layer_met3.png
Scale bar: 20 µm.
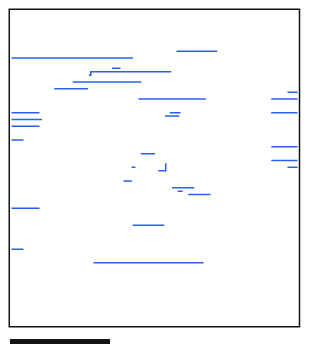
flops_by_reg.png
Other sequential cells in the stronger grey, the rest of the logic in the fainter grey.
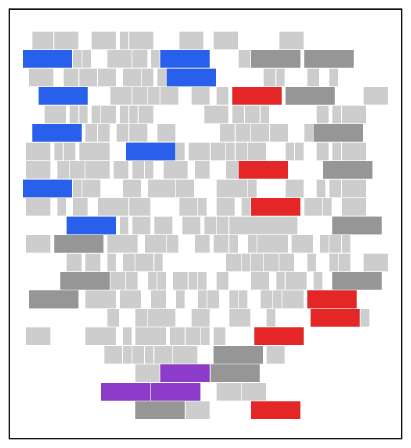
placement.png
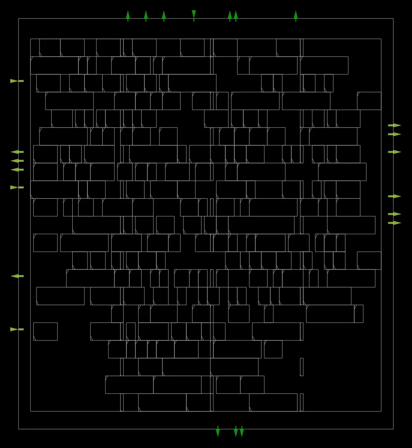
wires.png
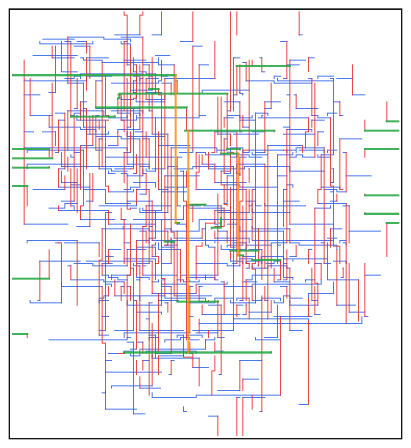
===== config.mk =====
export PLATFORM = sky130hd
export DESIGN_NAME = enable_monitor
export DESIGN_NICKNAME = d
export VERILOG_FILES = /design/src/rtl/enable_monitor.sv
export SDC_FILE = /design/constraint.sdc
export NUM_CORES = 1
export LEC_CHECK = 0
export ABC_CLOCK_PERIOD_IN_PS = 2200
export CORE_ASPECT_RATIO = 1.1
export CORE_MARGIN = 1.5
export CORE_UTILIZATION = 47
export DETAILED_ROUTE_END_ITERATION = 6
export PLACE_DENSITY_LB_ADDON = 0.3
export SLEW_MARGIN = 40
export SYNTH_ARGS = -nofsm -noshare
export SYNTH_HDL_FRONTEND = slang
export SYNTH_SLANG_ARGS = --single-unit

===== constraint.sdc =====
create_clock -name clk -period 2.2 [get_ports clk]
set_input_delay 0.44 -clock clk [delete_from_list [all_inputs] [get_ports clk]]
set_output_delay 0.44 -clock clk [all_outputs]
set_load 0.05 [all_outputs]

===== src/rtl/enable_monitor.sv =====
// enable_monitor: receive-side health checker for periodic single-cycle enable strobes.
// Measures the clk-cycle interval between strobes, declares lock after a run of
// in-tolerance periods, and flags early strobes (err_fast) and missing strobes (err_slow).
//
// Ports:
//   clk          - system clock
//   rst          - synchronous, active-high reset
//   enable_in    - strobe under test, sampled every clk
//   clear_errors - synchronous clear of err_count (wins over a same-cycle increment)
//   period_valid - one-cycle pulse, period holds a new measurement
//   period       - last measured interval in cycles
//   locked       - high while in LOCKED
//   err_fast     - one-cycle pulse, strobe arrived early
//   err_slow     - one-cycle pulse, strobe missing (timeout)
//   err_count    - saturating count of err_fast plus err_slow events
module enable_monitor #(
    parameter int unsigned clk_frequency_p = 100_000_000,
    parameter int unsigned ena_frequency_p = 1_000_000,
    parameter int unsigned tolerance_p     = 1,
    parameter int unsigned lock_count_p    = 4,
    localparam int unsigned NOM_N          = clk_frequency_p / ena_frequency_p,
    localparam int unsigned CNT_W          = $clog2(NOM_N + tolerance_p + 1)
) (
    input  logic             clk,
    input  logic             rst,
    input  logic             enable_in,
    input  logic             clear_errors,
    output logic             period_valid,
    output logic [CNT_W-1:0] period,
    output logic             locked,
    output logic             err_fast,
    output logic             err_slow,
    output logic [7:0]       err_count
);

    localparam int unsigned GOOD_W = $clog2(lock_count_p + 1);
    localparam logic [CNT_W-1:0]  CNT_LO    = CNT_W'(NOM_N - tolerance_p);
    localparam logic [CNT_W-1:0]  CNT_HI    = CNT_W'(NOM_N + tolerance_p);
    localparam logic [GOOD_W-1:0] GOOD_LAST = GOOD_W'(lock_count_p - 1);

    typedef enum logic [1:0] {
        IDLE    = 2'd0,
        ACQUIRE = 2'd1,
        LOCKED  = 2'd2
    } state_t;

    state_t              r_state;
    state_t              w_state_nxt;
    logic [CNT_W-1:0]    r_cnt;
    logic [CNT_W-1:0]    w_cnt_nxt;
    logic [GOOD_W-1:0]   r_good;
    logic [GOOD_W-1:0]   w_good_nxt;
    logic                w_period_valid;
    logic                w_err_fast;
    logic                w_err_slow;
    logic                w_early;

    // State, interval counter and good-period counter registers
    always_ff @(posedge clk) begin
        if (rst) begin
            r_state <= IDLE;
            r_cnt   <= '0;
            r_good  <= '0;
        end else begin
            r_state <= w_state_nxt;
            r_cnt   <= w_cnt_nxt;
            r_good  <= w_good_nxt;
        end
    end

    // Next-state, counter and event decode
    always_comb begin
        w_state_nxt    = r_state;
        w_cnt_nxt      = r_cnt;
        w_good_nxt     = r_good;
        w_period_valid = 1'b0;
        w_err_fast     = 1'b0;
        w_err_slow     = 1'b0;
        w_early        = (r_cnt < CNT_LO);

        case (r_state)
            IDLE: begin
                // First strobe has no reference: just start measuring
                if (enable_in) begin
                    w_cnt_nxt   = CNT_W'(1);
                    w_good_nxt  = '0;
                    w_state_nxt = ACQUIRE;
                end
            end

            ACQUIRE, LOCKED: begin
                if (enable_in) begin
                    // A strobe at exactly CNT_HI is in range, so it is checked before the timeout
                    w_cnt_nxt      = CNT_W'(1);
                    w_period_valid = 1'b1;
                    if (w_early) begin
                        w_err_fast  = 1'b1;
                        w_good_nxt  = '0;
                        w_state_nxt = ACQUIRE;
                    end else if (r_state == ACQUIRE) begin
                        if (r_good == GOOD_LAST) begin
                            w_good_nxt  = '0;
                            w_state_nxt = LOCKED;
                        end else begin
                            w_good_nxt = r_good + GOOD_W'(1);
                        end
                    end
                end else begin
                    w_cnt_nxt = r_cnt + CNT_W'(1);
                    if (r_cnt == CNT_HI) begin
                        w_err_slow  = 1'b1;
                        w_good_nxt  = '0;
                        w_state_nxt = IDLE;
                    end
                end
            end

            default: begin
                w_state_nxt = IDLE;
                w_cnt_nxt   = '0;
                w_good_nxt  = '0;
            end
        endcase
    end

    // Registered outputs, one cycle after the sampling cycle
    always_ff @(posedge clk) begin
        if (rst) begin
            period_valid <= 1'b0;
            period       <= '0;
            locked       <= 1'b0;
            err_fast     <= 1'b0;
            err_slow     <= 1'b0;
            err_count    <= '0;
        end else begin
            period_valid <= w_period_valid;
            err_fast     <= w_err_fast;
            err_slow     <= w_err_slow;
            locked       <= (w_state_nxt == LOCKED);
            if (w_period_valid) begin
                period <= r_cnt;
            end
            if (clear_errors) begin
                err_count <= '0;
            end else if ((w_err_fast || w_err_slow) && (err_count != 8'hFF)) begin
                err_count <= err_count + 8'd1;
            end
        end
    end

endmodule


==> results.py <==
# Flow results
metrics = {
    "yosys": {
        "netlist_logic_family_top": "simple AND/OR/NAND/NOR gates",
        "ys_sh_simple_pct": 28.7,
        "avgSynthCellArea_um2": 8.31,
        "adder_share_pct": 6.51,
        "top_area_share_pct": 40.4,
        "yosysMostFrequentCell": "dfxtp_1",
        "synthArstFlopShare_pct": 0,
        "common_cells": "31 x dfxtp_1, 29 x nand2_1, 19 x nor2_1",
        "synthDistinctLibCells": 42,
        "synth-edff-count": 0,
        "synthXorXnorAreaFrac_pct": 3.42,
        "ys_sh_mux_pct": 2.04,
        "syn_inst": 185,
    },
    "sta": {
        "drv_slew": 0,
        "worst_pin_slew_ns": 0.504,
        "tns_ns": 0,
        "max_slew_margin_pct": 66.3,
        "timing.final.ws_setup_ns": 0.100,
        "rsz0062_at_grt": "no",
        "max_freq_ghz": 0.476,
        "period_needed_ns": 2.10,
    },
    "worst_hold_path": {
        "holdPathEnd": "period[0]$_SDFFE_PP0P_",
        "min_path_cells": 2,
    },
    "route": {
        "wl_per_cell_um": 13.4,
        "drt_first_pass_iters": 4,
    },
    "clock_tree": {
        "cts_hold_buffers": 0,
        "cts_root_buffer": "clkbuf_4",
        "clock_latency_ns": 0.34,
        "cts_tree": "yes",
        "clk_pin_slew_ns": 0.10,
        "numCtsBuffers": 5,
    },
    "place": {
        "io_buffers": 22,
        "gp_congestion": 0.924,
        "dp.cells": 246,
        "dp_slack_ns": 0.0249,
        "placed_area_um2": 1860,
    },
    "final_layout": {
        "regArea_um2": 621,
        "layout-drive-gt1-share_pct": 11.4,
    },
    "pwr": {
        "p_int_uw": 735,
        "leakage_uw": 0.000695,
        "power_switching_share_pct": 26.3,
    },
    "critical_path": {
        "startpoint": "err_count[3]$_SDFFE_PP0P_",
        "r2r_start": "r_cnt[2]$_SDFFE_PP0P_",
        "crit_path_end_kind": "output pin",
        "crit_arrival_ns": 1.66,
        "crit_buf_inv": 1,
    },
    "status": {
        "status": "completed",
    },
    "global_routing": {
        "grt_pass1_wl_mm": 6.09,
        "grt_pass1_vias": 1372,
        "overflow": 0,
    },
    "floorplan": {
        "die_h_um": 63.0,
    },
}
## Picture notes: layer_met3.png
wire length on this layer	179 µm
main direction	horizontal
share of all routed wire	5.3%
nets with wire on the layer	24

## Picture notes: flops_by_reg.png
name in the netlist	colour	placed flops
`r_good`	purple	3
`r_cnt`	red	7
`err_count`	blue	8

## Picture notes: placement.png
number of fill cells in the layout: 282
final core occ: 62.0%
CORE AREA: 3070 µm²

## Picture notes: wires.png
layer	colour	wire length
metal 1	blue	1,410 µm
metal 2	red	1,740 µm
metal 3	green	179 µm
metal 4	orange	69.4 µm

-- final cells by class --
type	instances	area share [%]
clock buffers	7	2.36
clock inverters	1	0.262
inverters	6	1.18
multi-input cells	140	44.8
flip-flops and latches	31	32.5
well taps	34	2.23
repair buffers	35	16.7
-- power by group through the flow --
| stage | Clock, µW | Combinational, µW | Sequential, µW |
|---|---|---|---|
| 5_1_grt | 357 | 117 | 576 |
| 6_report | 317 | 106 | 574 |
| 2_1_floorplan | 0 | 61.4 | 594 |
| 3_5_place_dp | 0 | 106 | 587 |
| 3_3_place_gp | 0 | 103 | 587 |
| 4_1_cts | 326 | 106 | 574 |
-- flip-flops by register name, summed over array words and instances, names as in the netlist --
signal	flops
r_good	3
r_state	2
locked	1
err_fast	1
period	7
err_count	8
err_slow	1
period_valid	1
r_cnt	7
-- worst register-to-register path: stages (launching register included) --
cell and delay (ns):
dfxtp_1 0.40, a2111oi_4 0.46, nor3_2 0.09, or3b_4 0.41, or4_1 0.50, a21oi_1 0.14
-- cell usage in the layout (no fill, tap or decap), types with 4 or more instances in the layout --
master           Yosys  routed
dfxtp_1             31      31
nand2_1             29      29
clkdlybuf4s50_1      0      22
nor2_1              19      19
buf_4                0      13
a21oi_1             12      12
ha_1                 8       8
nand3_1              7       7
nor3_1               7       7
inv_1                6       6
o21ai_0              6       6
nor2b_1              5       5
clkbuf_4             0       5
nand4_1              4       4
nor4_1               4       4
-- per-layer routing --
layer / wire, µm / part of all wire [%] / global-route usage [%]
met1: 1410 / 42 / 24.6
met5: 0 / 0 / 0
met3: 179 / 5.3 / 6.21
met2: 1740 / 51 / 36.1
met4: 69 / 2.0 / 9.01
Power and IR drop assume default switching activity.
